--- src/rtl/payload_rd_engine.sv ---
// Payload read engine: streams a stored packet from payload memory, returns the freed region.
// Optional statistics outputs are enabled by defining PAYLOAD_RD_STATS_EN.
module payload_rd_engine #(
    parameter int ADDR_W = 10,
    parameter int DATA_W = 64,
    parameter int TTL_W  = 8,
    parameter int BC_W   = 3
) (
    input  logic              clk,
    input  logic              reset_n,
    input  logic              req_valid,
    output logic              req_ready,
    input  logic [ADDR_W-1:0] req_address,
    output logic              mem_rd_en,
    output logic [ADDR_W-1:0] mem_rd_addr,
    input  logic              mem_rd_is_last,
    input  logic [DATA_W-1:0] mem_rd_data,
    input  logic [TTL_W-1:0]  mem_rd_ttl,
    input  logic [BC_W-1:0]   mem_rd_byte_count,
    output logic              out_valid,
    input  logic              out_ready,
    output logic              out_is_last,
    output logic [DATA_W-1:0] out_data,
    output logic [TTL_W-1:0]  out_ttl,
    output logic [BC_W-1:0]   out_byte_count,
    output logic              rel_valid,
    output logic [ADDR_W-1:0] rel_address,
    output logic [ADDR_W:0]   rel_word_count,
    output logic              drop_pulse
`ifdef PAYLOAD_RD_STATS_EN
    ,
    output logic [31:0]       stat_pkt_count,
    output logic [31:0]       stat_drop_count
`endif
);

    localparam int ENTRY_W = DATA_W + TTL_W + BC_W + 1;
    localparam logic [ADDR_W:0] WCNT_MAX = {1'b1, {ADDR_W{1'b0}}};

    typedef enum logic [1:0] {
        IDLE  = 2'd0,
        READ  = 2'd1,
        FLUSH = 2'd2
    } state_t;

    state_t              state_r;
    logic [ADDR_W-1:0]   start_r;
    logic [ADDR_W-1:0]   cur_r;
    logic [ADDR_W:0]     wcnt_r;
    logic [TTL_W-1:0]    ttl_r;
    logic                drop_r;
    logic                ret_r;
    logic                drop_rel_r;
    logic                req_ready_r;
    logic [1:0]          occ_r;
    logic [ENTRY_W-1:0]  e0_r;
    logic [ENTRY_W-1:0]  e1_r;

    logic                pop_s;
    logic                ret_live_s;
    logic                first_s;
    logic                word_drop_s;
    logic                push_s;
    logic [TTL_W-1:0]    push_ttl_s;
    logic [ENTRY_W-1:0]  new_entry_s;
    logic [2:0]          credit_s;
    logic                issue_s;
    logic                norm_rel_s;
    logic                last_ret_s;

    // Only returns seen while reading belong to the packet; anything arriving in FLUSH is the speculative read.
    assign pop_s       = (occ_r != 2'd0) & out_ready;
    assign ret_live_s  = ret_r & (state_r == READ);
    assign first_s     = (wcnt_r == {(ADDR_W+1){1'b0}});
    assign word_drop_s = first_s ? (mem_rd_ttl == {TTL_W{1'b0}}) : drop_r;
    assign push_s      = ret_live_s & ~word_drop_s;
    assign push_ttl_s  = first_s ? mem_rd_ttl : ttl_r;
    assign new_entry_s = {mem_rd_is_last, mem_rd_byte_count, push_ttl_s, mem_rd_data};
    assign last_ret_s  = ret_live_s & mem_rd_is_last;

    // A new read may issue only if its word is guaranteed a FIFO slot when it lands.
    assign credit_s    = {1'b0, occ_r} + {2'b00, ret_r} - {2'b00, pop_s};
    assign issue_s     = (state_r == READ) & (credit_s < 3'd2);
    assign norm_rel_s  = (state_r == FLUSH) & ~drop_r & pop_s & e0_r[ENTRY_W-1];

    assign req_ready      = req_ready_r;
    assign mem_rd_en      = issue_s;
    assign mem_rd_addr    = cur_r;
    assign out_valid      = (occ_r != 2'd0);
    assign out_data       = e0_r[DATA_W-1:0];
    assign out_ttl        = e0_r[DATA_W +: TTL_W];
    assign out_byte_count = e0_r[DATA_W+TTL_W +: BC_W];
    assign out_is_last    = e0_r[ENTRY_W-1];
    assign rel_valid      = drop_rel_r | norm_rel_s;
    assign rel_address    = start_r;
    assign rel_word_count = wcnt_r;
    assign drop_pulse     = drop_rel_r;

    // Packet FSM: request capture, address walk, word counting and release sequencing.
    always_ff @(posedge clk or negedge reset_n) begin
        if (!reset_n) begin
            state_r     <= IDLE;
            start_r     <= {ADDR_W{1'b0}};
            cur_r       <= {ADDR_W{1'b0}};
            wcnt_r      <= {(ADDR_W+1){1'b0}};
            ttl_r       <= {TTL_W{1'b0}};
            drop_r      <= 1'b0;
            ret_r       <= 1'b0;
            drop_rel_r  <= 1'b0;
            req_ready_r <= 1'b1;
        end else begin
            ret_r      <= issue_s;
            drop_rel_r <= last_ret_s & word_drop_s;
            case (state_r)
                IDLE: begin
                    if (req_valid) begin
                        start_r     <= req_address;
                        cur_r       <= req_address;
                        wcnt_r      <= {(ADDR_W+1){1'b0}};
                        drop_r      <= 1'b0;
                        req_ready_r <= 1'b0;
                        state_r     <= READ;
                    end
                end
                READ: begin
                    if (issue_s) begin
                        cur_r <= cur_r + {{(ADDR_W-1){1'b0}}, 1'b1};
                    end
                    if (ret_live_s) begin
                        if (wcnt_r != WCNT_MAX) begin
                            wcnt_r <= wcnt_r + {{ADDR_W{1'b0}}, 1'b1};
                        end
                        if (first_s) begin
                            ttl_r  <= mem_rd_ttl;
                            drop_r <= (mem_rd_ttl == {TTL_W{1'b0}});
                        end
                        if (mem_rd_is_last) begin
                            state_r <= FLUSH;
                        end
                    end
                end
                FLUSH: begin
                    if (drop_rel_r | norm_rel_s) begin
                        req_ready_r <= 1'b1;
                        state_r     <= IDLE;
                    end
                end
                default: begin
                    req_ready_r <= 1'b1;
                    state_r     <= IDLE;
                end
            endcase
        end
    end

    // Two-entry skid FIFO; entry 0 is the head that drives the output stream.
    always_ff @(posedge clk or negedge reset_n) begin
        if (!reset_n) begin
            occ_r <= 2'd0;
            e0_r  <= {ENTRY_W{1'b0}};
            e1_r  <= {ENTRY_W{1'b0}};
        end else begin
            case ({push_s, pop_s})
                2'b10: begin
                    if (occ_r == 2'd0) begin
                        e0_r <= new_entry_s;
                    end else begin
                        e1_r <= new_entry_s;
                    end
                    occ_r <= occ_r + 2'd1;
                end
                2'b01: begin
                    e0_r  <= e1_r;
                    occ_r <= occ_r - 2'd1;
                end
                2'b11: begin
                    if (occ_r == 2'd2) begin
                        e0_r <= e1_r;
                        e1_r <= new_entry_s;
                    end else begin
                        e0_r <= new_entry_s;
                    end
                end
                default: begin
                    occ_r <= occ_r;
                end
            endcase
        end
    end

`ifdef PAYLOAD_RD_STATS_EN
    logic [31:0] stat_pkt_r;
    logic [31:0] stat_drop_r;

    // Saturating release counters.
    always_ff @(posedge clk or negedge reset_n) begin
        if (!reset_n) begin
            stat_pkt_r  <= 32'd0;
            stat_drop_r <= 32'd0;
        end else begin
            if (norm_rel_s && (stat_pkt_r != 32'hFFFF_FFFF)) begin
                stat_pkt_r <= stat_pkt_r + 32'd1;
            end
            if (drop_rel_r && (stat_drop_r != 32'hFFFF_FFFF)) begin
                stat_drop_r <= stat_drop_r + 32'd1;
            end
        end
    end

    assign stat_pkt_count  = stat_pkt_r;
    assign stat_drop_count = stat_drop_r;
`endif

endmodule
--- config.mk ---
export PLATFORM = sky130hd
export DESIGN_NAME = payload_rd_engine
export DESIGN_NICKNAME = d
export VERILOG_FILES = /design/src/rtl/payload_rd_engine.sv
export SDC_FILE = /design/constraint.sdc
export NUM_CORES = 1
export LEC_CHECK = 0
export ABC_CLOCK_PERIOD_IN_PS = 7500
export CAP_MARGIN = 15
export CORE_ASPECT_RATIO = 0.75
export CORE_MARGIN = 2
export CORE_UTILIZATION = 40
export DETAILED_ROUTE_END_ITERATION = 7
export PLACE_DENSITY = 0.77
export SLEW_MARGIN = 30
export SYNTH_ARGS = -nofsm -noshare
export SYNTH_HDL_FRONTEND = slang
export SYNTH_SLANG_ARGS = --single-unit
--- constraint.sdc ---
create_clock -name clk -period 7.5 [get_ports clk]
set_input_delay 1.5 -clock clk [delete_from_list [all_inputs] [get_ports clk]]
set_output_delay 1.5 -clock clk [all_outputs]
set_load 0.02 [all_outputs]
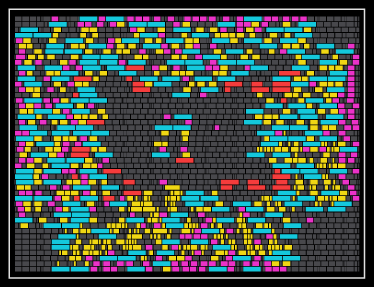
(images/placement_by_type.png)
(2 px per um) Fill, decap, tap and diode cells in grey.
colour	class	cells
magenta	other buffers and delay cells	211
red	clock drivers and dummy loads	32
yellow	combinational and other logic	452
cyan	flops	199
CORE AREA: 22100 um^2
Design Area, Final: 11800 um^2
fin util: 53.7%
Seq area share: 42.1%
FP Rows: 47

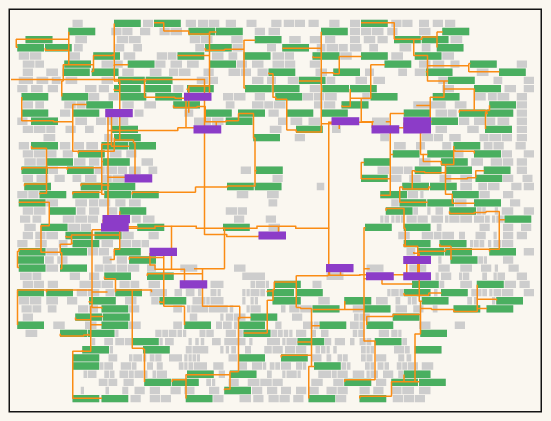
(images/clk_routes.png)
(3 px per um)
[purple] clock drivers | count: 17
[green] flip-flops | count: 199
[orange] clock wires | length: 2500 um
routed clock nets	18
flops lie	all over the die

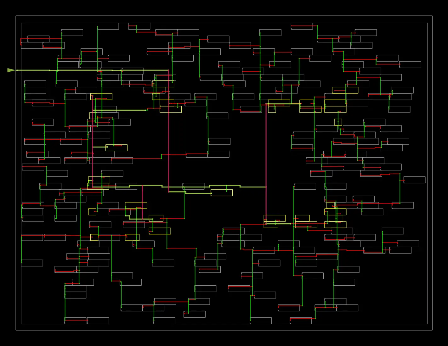
(images/clocks.png)
clkbuf count: 17
TritonCTS Buffers: 17
clk pwr: 0.000962 W
Flop Count: 199
worst clock skew: 15.2 ps

==> run_results.csv <==
group,metric,value,unit
run_status,outcome,"completed",
route,drtPass1Iterations,4,
logic_synthesis,ff_type,"dfrtp_1",
final_layout,fillCellCount,1853,
final_layout,clk_share,5.33,%
logic_synthesis,ys_area,8960,um^2
final_layout,area_delta_synth_final,32.0,%
logic_synthesis,ys_sh_aoi,11.3,%
logic_synthesis,numSynthFlops,199,
logic_synthesis,synth_warnings,0,
timing,slew-limit-headroom,42.1,%
critical_path,cp-start-kind,"input pin",
route,drt-vias-per-instance,5.31,
worst_hold_path,hold_path_class,"flop to flop",
timing,rsz0062_at_grt,"no",
route,ant_nets,0,
final_layout,drive_gt1_share,19.5,%
route,drc,0,
timing,hold_viol,0,
logic_synthesis,xor_share,1.27,%
critical_path,crit_slowest_cell,"clkdlybuf4s50_1",
final_layout,logic_gate_count,442,
power_and_ir_drop,share_comb_of_total_power,44.4,%
critical_path,crit_required,6000,ps
logic_synthesis,async_reset_ff_share,100,%
run,tool_warnings,29,
logic_synthesis,edf_count,0,
final_layout,layout.area.comb,3720,um^2
logic_synthesis,ys_top_cells_by_count,"198 x dfrtp_1, 121 x mux2_2, 69 x a22o_1",
critical_path,cp_max_fo,4,
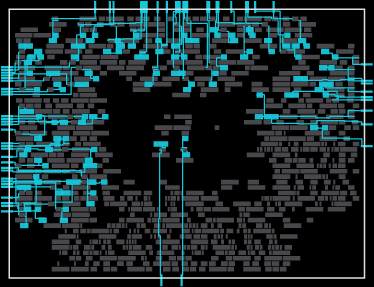
(images/io_fan.png)
(2 px per um)
colour	port	bits	direction	end cells	buffers	wire
cyan	mem_rd_data	64	input	128	64	2190 um
IO buf count: 201
I/O pin cnt: 202

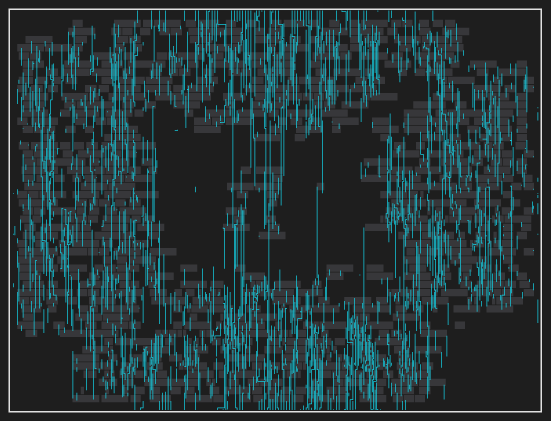
(images/layer_met2.png)
(3 px per um) Cells faint in the background.
main direction	vertical
nets with wire on the layer	895
longest straight run	62.7 um

==> stage by stage <==
| stage | util [%] | instance area (um^2) | worst slack (ps) | power [W] | hold slack [ps] |
|---|---|---|---|---|---|
| 2_1_floorplan | - | 8960 | 3340 | 0.00330 | 481 |
| 3_3_place_gp | 50.8 | 11200 | 2190 | 0.00412 | 467 |
| 3_5_place_dp | 50.8 | 11200 | 2150 | 0.00419 | 475 |
| 4_1_cts | 53.6 | 11800 | 2160 | 0.00516 | 495 |
| 5_1_grt | 53.7 | 11800 | 1990 | 0.00544 | 505 |
| 6_report | 53.7 | 11800 | 2140 | 0.00511 | 487 |
==> layer usage <==
layer	up-vias	global-route usage, %
met5	-	0
met4	0	3.95
li1	2909	-
met3	16	6.74
met1	3240	25.3
met2	145	28.1
Power and IR drop assume default switching activity.
